**config.mk**
```make
export PLATFORM = sky130hd
export DESIGN_NAME = adder_arbiter
export DESIGN_NICKNAME = d
export VERILOG_FILES = /design/src/rtl/adder_arbiter_pkg.sv /design/src/rtl/adder_arbiter_adder.sv /design/src/rtl/adder_arbiter.sv
export SDC_FILE = /design/constraint.sdc
export NUM_CORES = 1
export LEC_CHECK = 0
export ABC_AREA = 1
export CORE_MARGIN = 2
export CORE_UTILIZATION = 47
export DETAILED_ROUTE_END_ITERATION = 8
export HOLD_SLACK_MARGIN = 0.15
export PLACE_DENSITY = 0.83
export REMOVE_ABC_BUFFERS = 1
export SYNTH_ARGS = -nofsm -noshare
export SYNTH_HDL_FRONTEND = slang
export SYNTH_SLANG_ARGS = --single-unit
```
**constraint.sdc**
```tcl
create_clock -name clk -period 4.2 [get_ports clk]
set_clock_uncertainty 0.2 [all_clocks]
set_input_delay 0.42 -clock clk [delete_from_list [all_inputs] [get_ports clk]]
set_output_delay 0.42 -clock clk [all_outputs]
set_load 0.005 [all_outputs]
```
**src/rtl/adder_arbiter_pkg.sv**
```systemverilog
// Shared definitions for the ex-stage adder arbiter: requester IDs,
// flag bit positions and the default datapath width.
package adder_arbiter_pkg;

    localparam int DATA_W_DEF = 32;

    // Requester IDs as carried on id_o
    localparam logic REQ_ALU = 1'b0;
    localparam logic REQ_AGU = 1'b1;

    // Bit positions inside the 4-bit flags word {zero, pos, neg, overflow}
    localparam int FLAG_ZERO = 3;
    localparam int FLAG_POS  = 2;
    localparam int FLAG_NEG  = 1;
    localparam int FLAG_OVF  = 0;

endpackage

```
**src/rtl/adder_arbiter_adder.sv**
```systemverilog
// Shared add/sub datapath: result wraps modulo 2^DATA_W, flags describe
// the wrapped result plus signed overflow of the selected operation.
module adder_arbiter_adder
    import adder_arbiter_pkg::*;
#(
    parameter int DATA_W = DATA_W_DEF
) (
    input  logic [DATA_W-1:0] opr0_i,
    input  logic [DATA_W-1:0] opr1_i,
    input  logic              minus_i,
    output logic [DATA_W-1:0] result_o,
    output logic [3:0]        flags_o
);

    logic signed [DATA_W-1:0] opr0_s;
    logic signed [DATA_W-1:0] opr1_eff_s;
    logic signed [DATA_W-1:0] sum_s;

    // Overflow when both effective addends share a sign the sum does not
    function automatic logic signed_ovf(input logic a_msb, input logic b_msb,
                                        input logic r_msb);
        return (a_msb == b_msb) && (r_msb != a_msb);
    endfunction

    // Subtraction is opr0 + ~opr1 + 1, so one adder covers both operations
    always_comb begin
        opr0_s     = opr0_i;
        opr1_eff_s = minus_i ? ~opr1_i : opr1_i;
        sum_s      = opr0_s + opr1_eff_s + {{(DATA_W-1){1'b0}}, minus_i};

        result_o            = sum_s;
        flags_o             = '0;
        flags_o[FLAG_ZERO]  = (sum_s == '0);
        flags_o[FLAG_NEG]   = sum_s[DATA_W-1];
        flags_o[FLAG_POS]   = (sum_s != '0) && !sum_s[DATA_W-1];
        flags_o[FLAG_OVF]   = signed_ovf(opr0_s[DATA_W-1], opr1_eff_s[DATA_W-1],
                                         sum_s[DATA_W-1]);
    end

endmodule

```
**src/rtl/adder_arbiter.sv**
```systemverilog
// Round-robin arbiter sharing one adder between the ALU (r0) and the AGU
// (r1). One registered, ID-tagged result per cycle with valid/stall
// handshake on both sides and a saturating conflict counter.
module adder_arbiter
    import adder_arbiter_pkg::*;
#(
    parameter int DATA_W = DATA_W_DEF,
    parameter int CNT_W  = 16
) (
    input  logic              clk,
    input  logic              rst,
    input  logic              r0_v_i,
    input  logic [DATA_W-1:0] r0_opr0_i,
    input  logic [DATA_W-1:0] r0_opr1_i,
    input  logic              r0_minus_i,
    output logic              r0_stall_o,
    input  logic              r1_v_i,
    input  logic [DATA_W-1:0] r1_opr0_i,
    input  logic [DATA_W-1:0] r1_opr1_i,
    input  logic              r1_minus_i,
    output logic              r1_stall_o,
    output logic              v_o,
    output logic              id_o,
    output logic [DATA_W-1:0] result_o,
    output logic [3:0]        flags_o,
    input  logic              stall_i,
    output logic [CNT_W-1:0]  conflict_cnt_o
);

    logic              v_q, v_d;
    logic              id_q, id_d;
    logic [DATA_W-1:0] result_q, result_d;
    logic [3:0]        flags_q, flags_d;
    logic              last_grant_q, last_grant_d;
    logic [CNT_W-1:0]  cnt_q, cnt_d;

    logic              gnt_v;
    logic              gnt_id;
    logic              can_accept;
    logic              accept;
    logic [DATA_W-1:0] mux_opr0;
    logic [DATA_W-1:0] mux_opr1;
    logic              mux_minus;
    logic [DATA_W-1:0] add_result;
    logic [3:0]        add_flags;

    // Grant selection: a lone requester wins, a conflict goes to the one not served last
    always_comb begin
        gnt_v      = r0_v_i || r1_v_i;
        if (r0_v_i && r1_v_i) begin
            gnt_id = ~last_grant_q;
        end else if (r1_v_i) begin
            gnt_id = REQ_AGU;
        end else begin
            gnt_id = REQ_ALU;
        end
        can_accept = !v_q || !stall_i;
        accept     = gnt_v && can_accept;
        r0_stall_o = r0_v_i && !(accept && (gnt_id == REQ_ALU));
        r1_stall_o = r1_v_i && !(accept && (gnt_id == REQ_AGU));
    end

    // Winner's operands feed the shared adder
    always_comb begin
        mux_opr0  = (gnt_id == REQ_AGU) ? r1_opr0_i  : r0_opr0_i;
        mux_opr1  = (gnt_id == REQ_AGU) ? r1_opr1_i  : r0_opr1_i;
        mux_minus = (gnt_id == REQ_AGU) ? r1_minus_i : r0_minus_i;
    end

    adder_arbiter_adder #(
        .DATA_W (DATA_W)
    ) u_adder (
        .opr0_i   (mux_opr0),
        .opr1_i   (mux_opr1),
        .minus_i  (mux_minus),
        .result_o (add_result),
        .flags_o  (add_flags)
    );

    // Next state: load on accept, drain when the consumer takes a result and nothing replaces it
    always_comb begin
        v_d          = v_q;
        id_d         = id_q;
        result_d     = result_q;
        flags_d      = flags_q;
        last_grant_d = last_grant_q;
        cnt_d        = cnt_q;
        if (accept) begin
            v_d          = 1'b1;
            id_d         = gnt_id;
            result_d     = add_result;
            flags_d      = add_flags;
            last_grant_d = gnt_id;
        end else if (!stall_i) begin
            v_d = 1'b0;
        end
        if (r0_v_i && r1_v_i && (cnt_q != {CNT_W{1'b1}})) begin
            cnt_d = cnt_q + CNT_W'(1);
        end
    end

    // State registers; reset drops any pending result and re-arms r0 priority
    always_ff @(posedge clk) begin
        if (rst) begin
            v_q          <= 1'b0;
            id_q         <= REQ_ALU;
            result_q     <= '0;
            flags_q      <= '0;
            last_grant_q <= REQ_AGU;
            cnt_q        <= '0;
        end else begin
            v_q          <= v_d;
            id_q         <= id_d;
            result_q     <= result_d;
            flags_q      <= flags_d;
            last_grant_q <= last_grant_d;
            cnt_q        <= cnt_d;
        end
    end

    assign v_o            = v_q;
    assign id_o           = id_q;
    assign result_o       = result_q;
    assign flags_o        = flags_q;
    assign conflict_cnt_o = cnt_q;

endmodule

```
**Run 1: ports around the boundary**

(3 px per um) Pins as bars across the die edge, other pins in grey.
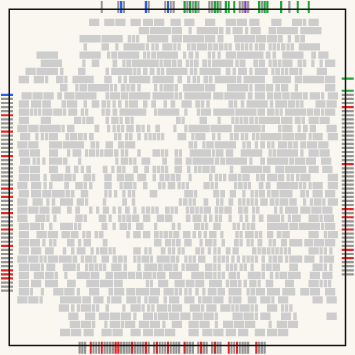
Purple stands for `r0_v_i`, pins 1, direction input, edge top. Red stands for `r1_opr1_i`, pins 32, direction input, edge 14 bottom, 11 left, 7 right. Green stands for `conflict_cnt_o`, pins 16, direction output, edge 14 top, 2 right. Blue stands for `flags_o`, pins 4, direction output, edge 3 top, 1 left.
All pins by edge: 59 bottom, 49 left, 47 right, 36 top.

**Run 1: clock routing**

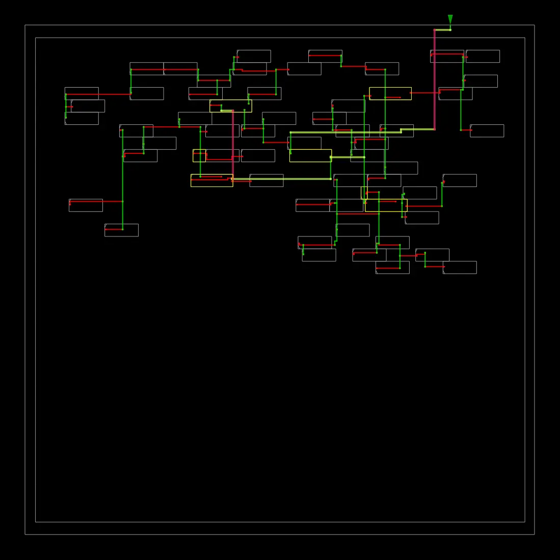
Clk. pwr: 0.394 mW
Worst-Skew Late Latency: 0.29 ns
Flops: 54

==> qor.yml, run 1 <==
regArea_um2: 1080
fill_cells: 1003
syn_to_final_growth_pct: 46.3
ys_sh_simple: 0.364
path_max_fanout: 29
critPathMaxStageDelay_ns: 0.59
largest_area_cell: "dfxtp_1"
hp-class: "register to register"
setup_viol: 0
warnings: 25
timing.final.crit_share: 0.914
synth-async-reset-ratio: 0
diodes: 0
ff_type: "dfxtp_1"
grt_max_degree: 56
maxSlewViolCount: 0
top_cell_area_share: 0.199
cp_top_family: "simple AND/OR/NAND/NOR gates"
final_cell_mix: "nand2_1, clkdlybuf4s50_1, inv_1, nor2_1, dfxtp_1"
top_layer: "met4"
cts_sinks: 54
antenna_found_initial: 0
topCombFamilyByArea: "simple AND/OR/NAND/NOR gates"
grt.total_usage: 0.255
synth_cell_type_count: 40
first_pass_iters: 5
drive_gt1_frac: 0.0714
met1_length_mm: 6.98
cts_tree: "yes"
power_mw: 2.68
io_pins: 191
top_cells_by_count: "nand2_1, inv_1, nor2_1, dfxtp_1, a21oi_1"
crit_slowest_cell: "clkdlybuf4s50_1"
root_buffer: "clkbuf_16"
grt_pass1_vias: 6061
cp_common_cell: "nand2_1"
routed_via_density: 4.99
num_vias: 6242
setup_tns_ns: 0
period_needed_ns: 3.84
aoi_share: 0.130
ys_chip_area_um2: 5440
crit_start: "r1_v_i"
cp-start-kind: "input pin"
nets: 1274
fmax_mhz: 260
die_width_um: 112
maxCapViolations: 0
die_area_um2: 12500
hpwl_mm: 13.3
drc_errors: 0
busiest_layer: "met2"
grt_pass1_wl_mm: 27.1
cts_setup_buffers: 0
tightest_slew_ns: 1.00
crit_arrival_ns: 3.81
synth.yosys.warnings: 0
yosys.area_share.xor_xnor: 0.0757
overflow: 0
ys_seq_elements: 54
ys_sh_adder: 0.0750
std_cell_rows: 39
mux_area_frac: 0.0570
r2r-start: "last_grant_q$_SDFFE_PP1P_"
cp.required_ns: 4.17
gr-usage-met3: 0.0332
path_class: "input pin to register"
synth_seq_share: 0.199
clkTransAtPathRegs_ns: 0.07
p_leak_nw: 4.00
postSynthCellCount: 887
wl_met3_um: 733
dr_wl_met2_mm: 7.89
post_drt_wl_per_cell_um: 12.7
syn_avg_cell_area_um2: 6.13
logic_area_um2: 3810
drt.antenna.violating_nets: 0
netlist_area_um2: 5440
drt_wl_total_mm: 15.9
use_met2: 0.473
relSlewSlack: 0.331
hold_violations: 0
utilization: 0.700
chipHeight_um: 112
cp_num_buf_inv: 4
topCellsByArea: "dfxtp_1, nand2_1, inv_1, ha_1, xor2_1"
final_area_um2: 7960
mostFrequentLayoutCell: "nand2_1"
fp_util: 0.478
edf_count: 0
gp_congestion: 0.983
core_area_um2: 11400
crit_chain: "clkdlybuf4s50_1 > buf_4 > nand3b_2 > nand2_4 > buf_12 > xor2_1 > ha_1 > nand2_1 > inv_1 > nand2_1 > nand2_1 > a21oi_1 > nand3_1 > nand2_1 > nand2_1 > nor2_1 > nand3_1 > nor2_1 > nand4_1 > nor2_1 > nand3_2 > nand2_1 > a21oi_1"
use_met1: 0.309
numCtsBuffers: 5
critPathCaptureType: "register"
status: "finished, final reports clean"
rsz0062_at_grt: "false"
portBuffers: 190
**Run 1: the metal 4 layer**

(3 px per um) Supply wires on this layer in grey.
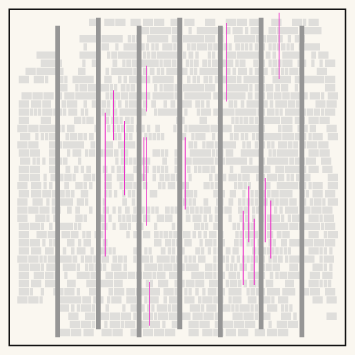
The longest straight run is 47.6 um. The layer carries 337 um of wire.

==> run 1: final timing paths <==
kind,endpoint,slack [ns],cells after the start
worst min register to register,id_o$_SDFFE_PP0P_,0.28,2
worst max-delay path,flags_o[2]$_SDFFE_PP0P_,0.36,23
worst min-delay path,id_o$_SDFFE_PP0P_,0.28,2
worst max register to register,flags_o[2]$_SDFFE_PP0P_,0.66,20
==> run 1: timing repair <==
action,CTS,global route
setup endpoints to repair,0,2
hold buffers,0,0
resized,0,1
==> run 1: flip-flops by register name, summed over array words and instances, names as in the netlist <==
| register | flops |
|---|---|
| conflict_cnt_o | 16 |
| flags_o | 4 |
| id_o | 1 |
| last_grant_q | 1 |
| result_o | 31 |
| v_o | 1 |
==> run 1: metrics by stage <==
stage	std cells	hold WS [ns]	setup slack, ns
global route	1250	0.309	0.00177
global placement	1243	0.259	0.0238
floorplan	861	0.256	0.323
detailed placement	1243	0.261	0.00343
finish	1250	0.279	0.361
CTS	1250	0.273	0.260
==> run 1: layout make-up <==
type | instances | share of cell area
inverter | 114 | 0.0538
timing repair buffer | 239 | 0.291
clock inverter | 1 | 0.000943
clock buffer | 6 | 0.0162
tap | 143 | 0.0225
sequential | 54 | 0.136
multi-input combinational | 693 | 0.479
==> run 1: cells by family (layout without fill, tap and decap cells) <==
group,count (synthesis),count (layout)
AOI/OAI and AO/OA,121,121
adders and majority gates,32,32
and+or+nand+nor,462,462
muxes,31,31
DFF,54,54
xor gates and xnor gates,47,47
buffers and inverters,140,360
==> run 1: worst min-delay path, stage by stage (launching register included) <==
cell	delay, ns
dfxtp_1	0.32
nand2_1	0.06
a21oi_1	0.05
==> run 1: where the power goes <==
group / internal [mW] / leakage, nW / switching (mW)
sequential: 0.586 / 0.445 / 0.0481
clock: 0.218 / 0.0629 / 0.176
combinational: 0.765 / 3.49 / 0.885
## Run 2: what changed since run 1
- CAP_MARGIN: unset -> 20
**Run 2: met3 routing**

(4 px per um)
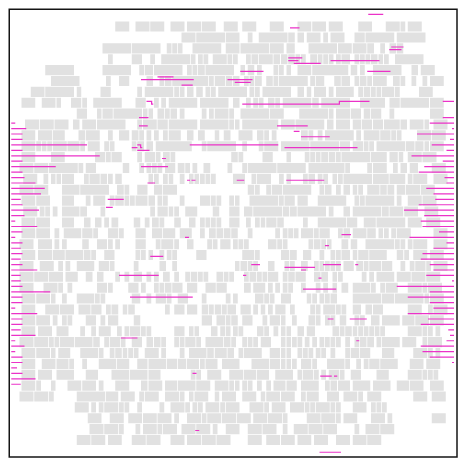
The layer carries 733 um of wire. The layer holds 4.6% of the routed length. The wires run mostly horizontal. The longest straight run is 24.2 um.

**Run 2: ports around the boundary**

(3 px per um) Pins as bars across the die edge, other pins in grey.
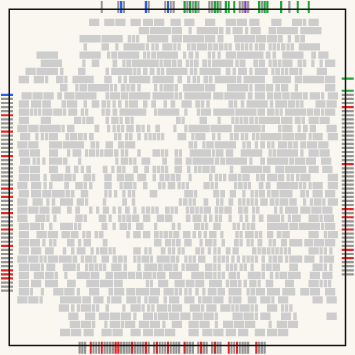
Blue stands for `flags_o`, pins 4, direction output, edge 3 top, 1 left. Purple stands for `r0_v_i`, pins 1, direction input, edge top. Red stands for `r1_opr1_i`, pins 32, direction input, edge 14 bottom, 11 left, 7 right. Green stands for `conflict_cnt_o`, pins 16, direction output, edge 14 top, 2 right.

==> run 2 against run 1 <==
Compared with the run above:
- worst hold slack unchanged
- via count unchanged
- clock power is essentially flat
- critical path depth stayed put
- fmax stayed put
- cell area did not move
- sequential power about the same
- setup slack did not move
- critical path type unchanged
- largest cell class unchanged
- largest power group unchanged
==> qor.yml, run 2 <==
fill_cells: 1003
holdBufCountCts: 0
cp_common_cell: "nand2_1"
clockBufferCount: 6
routed_via_density: 4.99
hold_ws_ns: 0.279
gp_congestion: 0.983
crit_start: "r1_v_i"
cp.required_ns: 4.17
nets: 1274
syn_to_final_growth_pct: 46.3
io_pins: 191
setup_viol: 0
ff_type: "dfxtp_1"
rsz0062_at_grt: "false"
largest_class: "multi-input combinational cells"
grt_max_degree: 56
hpwl_mm: 13.3
crit_slowest_cell: "clkdlybuf4s50_1"
clkTransAtPathRegs_ns: 0.07
insertion_delay_ns: 0.29
synth-async-reset-ratio: 0
tightest_slew_ns: 1.00
largest_register_ffs: 31
edf_count: 0
cts_setup_buffers: 0
crit_chain: "clkdlybuf4s50_1 > buf_4 > nand3b_2 > nand2_4 > buf_12 > xor2_1 > ha_1 > nand2_1 > inv_1 > nand2_1 > nand2_1 > a21oi_1 > nand3_1 > nand2_1 > nand2_1 > nor2_1 > nand3_1 > nor2_1 > nand4_1 > nor2_1 > nand3_2 > nand2_1 > a21oi_1"
first_pass_iters: 5
topCellsByArea: "dfxtp_1, nand2_1, inv_1, ha_1, xor2_1"
mostFrequentLayoutCell: "nand2_1"
fmax_mhz: 260
syn_avg_cell_area_um2: 6.13
seq_cell_count: 54
ys_chip_area_um2: 5440
status: "finished, final reports clean"
warnings: 25
relSlewSlack: 0.331
drt_wl_total_mm: 15.9
root_buffer: "clkbuf_16"
postSynthCellCount: 887
netlist_area_um2: 5440
n_all_buffers: 239
synth_seq_share: 0.199
logic_gate_count: 693
hold_violations: 0
die_area_um2: 12500
overflow: 0
timing.final.crit_share: 0.914
comb_share: 0.479
diodes: 0
period_needed_ns: 3.84
grt.total_usage: 0.255
portBuffers: 190
drc_errors: 0
n_tap_cell: 143
synth.yosys.warnings: 0
die_width_um: 112
final_cell_mix: "nand2_1, clkdlybuf4s50_1, inv_1, nor2_1, dfxtp_1"
critPathCaptureType: "register"
std_cell_rows: 39
num_vias: 6242
setup_tns_ns: 0
grt_pass1_wl_mm: 27.1
crit_arrival_ns: 3.81
path_max_fanout: 29
largest_area_cell: "dfxtp_1"
drt.antenna.violating_nets: 0
post_drt_wl_per_cell_um: 12.7
logic_area_um2: 3810
clock_cell_area_share: 0.0171
r2r-start: "last_grant_q$_SDFFE_PP1P_"
maxSlewViolCount: 0
regArea_um2: 1080
chipHeight_um: 112
buffer_area_frac: 0.291
core_area_um2: 11400
drive_gt1_frac: 0.0714
n_all_inverters: 114
seq_share: 0.136
p_leak_nw: 4.00
synth_cell_type_count: 40
ys_seq_elements: 54
cp-start-kind: "input pin"
run 2: what timing repair did:
action / 4_1_cts / 5_1_grt
gates resized: 0 / 1
endpoints found under the hold margin: 0 / 0
endpoints found under the setup margin: 0 / 2
run 2: power breakdown:
group	internal (mW)	switching, mW
registers	0.586	0.0481
logic	0.765	0.885
clock network	0.218	0.176
run 2: metrics by stage:
stage	cells	instance area (um^2)	total power [mW]	setup WS (ns)
floorplan	861	5320	1.57	0.323
detailed placement	1243	7820	2.28	0.00343
CTS	1250	7960	2.68	0.260
global placement	1243	7820	2.26	0.0238
global route	1250	7960	2.92	0.00177
finish	1250	7960	2.68	0.361
run 2: logic make-up (layout without fill, tap and decap cells):
kind of cell,count (synthesis),after routing,share of synthesized area
flip-flops,54,54,0.199
multiplexers,31,31,0.0570
AND/OR/NAND/NOR,462,462,0.364
buffers and inverters,140,360,0.100
XOR/XNOR,47,47,0.0757
adder cells (fa/ha/maj),32,32,0.0750
AND-OR/OR-AND,121,121,0.130
run 2: worst max-delay path, delay by kind of cell:
kind / cells / cell delay [ns]
buf+inv: 4 / 1.06
compound gates: 2 / 0.27
xor+xnor: 1 / 0.17
simple gates: 15 / 1.56
fa+ha+maj: 1 / 0.29
run 2: worst paths after layout:
| kind | end | slack, ns | cells past startpoint |
|---|---|---|---|
| hold reg to reg | id_o$_SDFFE_PP0P_ | 0.28 | 2 |
| hold / removal | id_o$_SDFFE_PP0P_ | 0.28 | 2 |
| setup reg to reg | flags_o[2]$_SDFFE_PP0P_ | 0.66 | 20 |
| setup / recovery | flags_o[2]$_SDFFE_PP0P_ | 0.36 | 23 |
run 2: per-layer routing:
metal	vias up	track usage	routed length (um)
li1	3288	-	-
met4	0	0.0650	337
met1	2734	0.309	6980
met5	-	0	0
met3	30	0.0332	733
met2	190	0.473	7890
Power figures rest on the tool's default switching activity, not on a simulated workload.
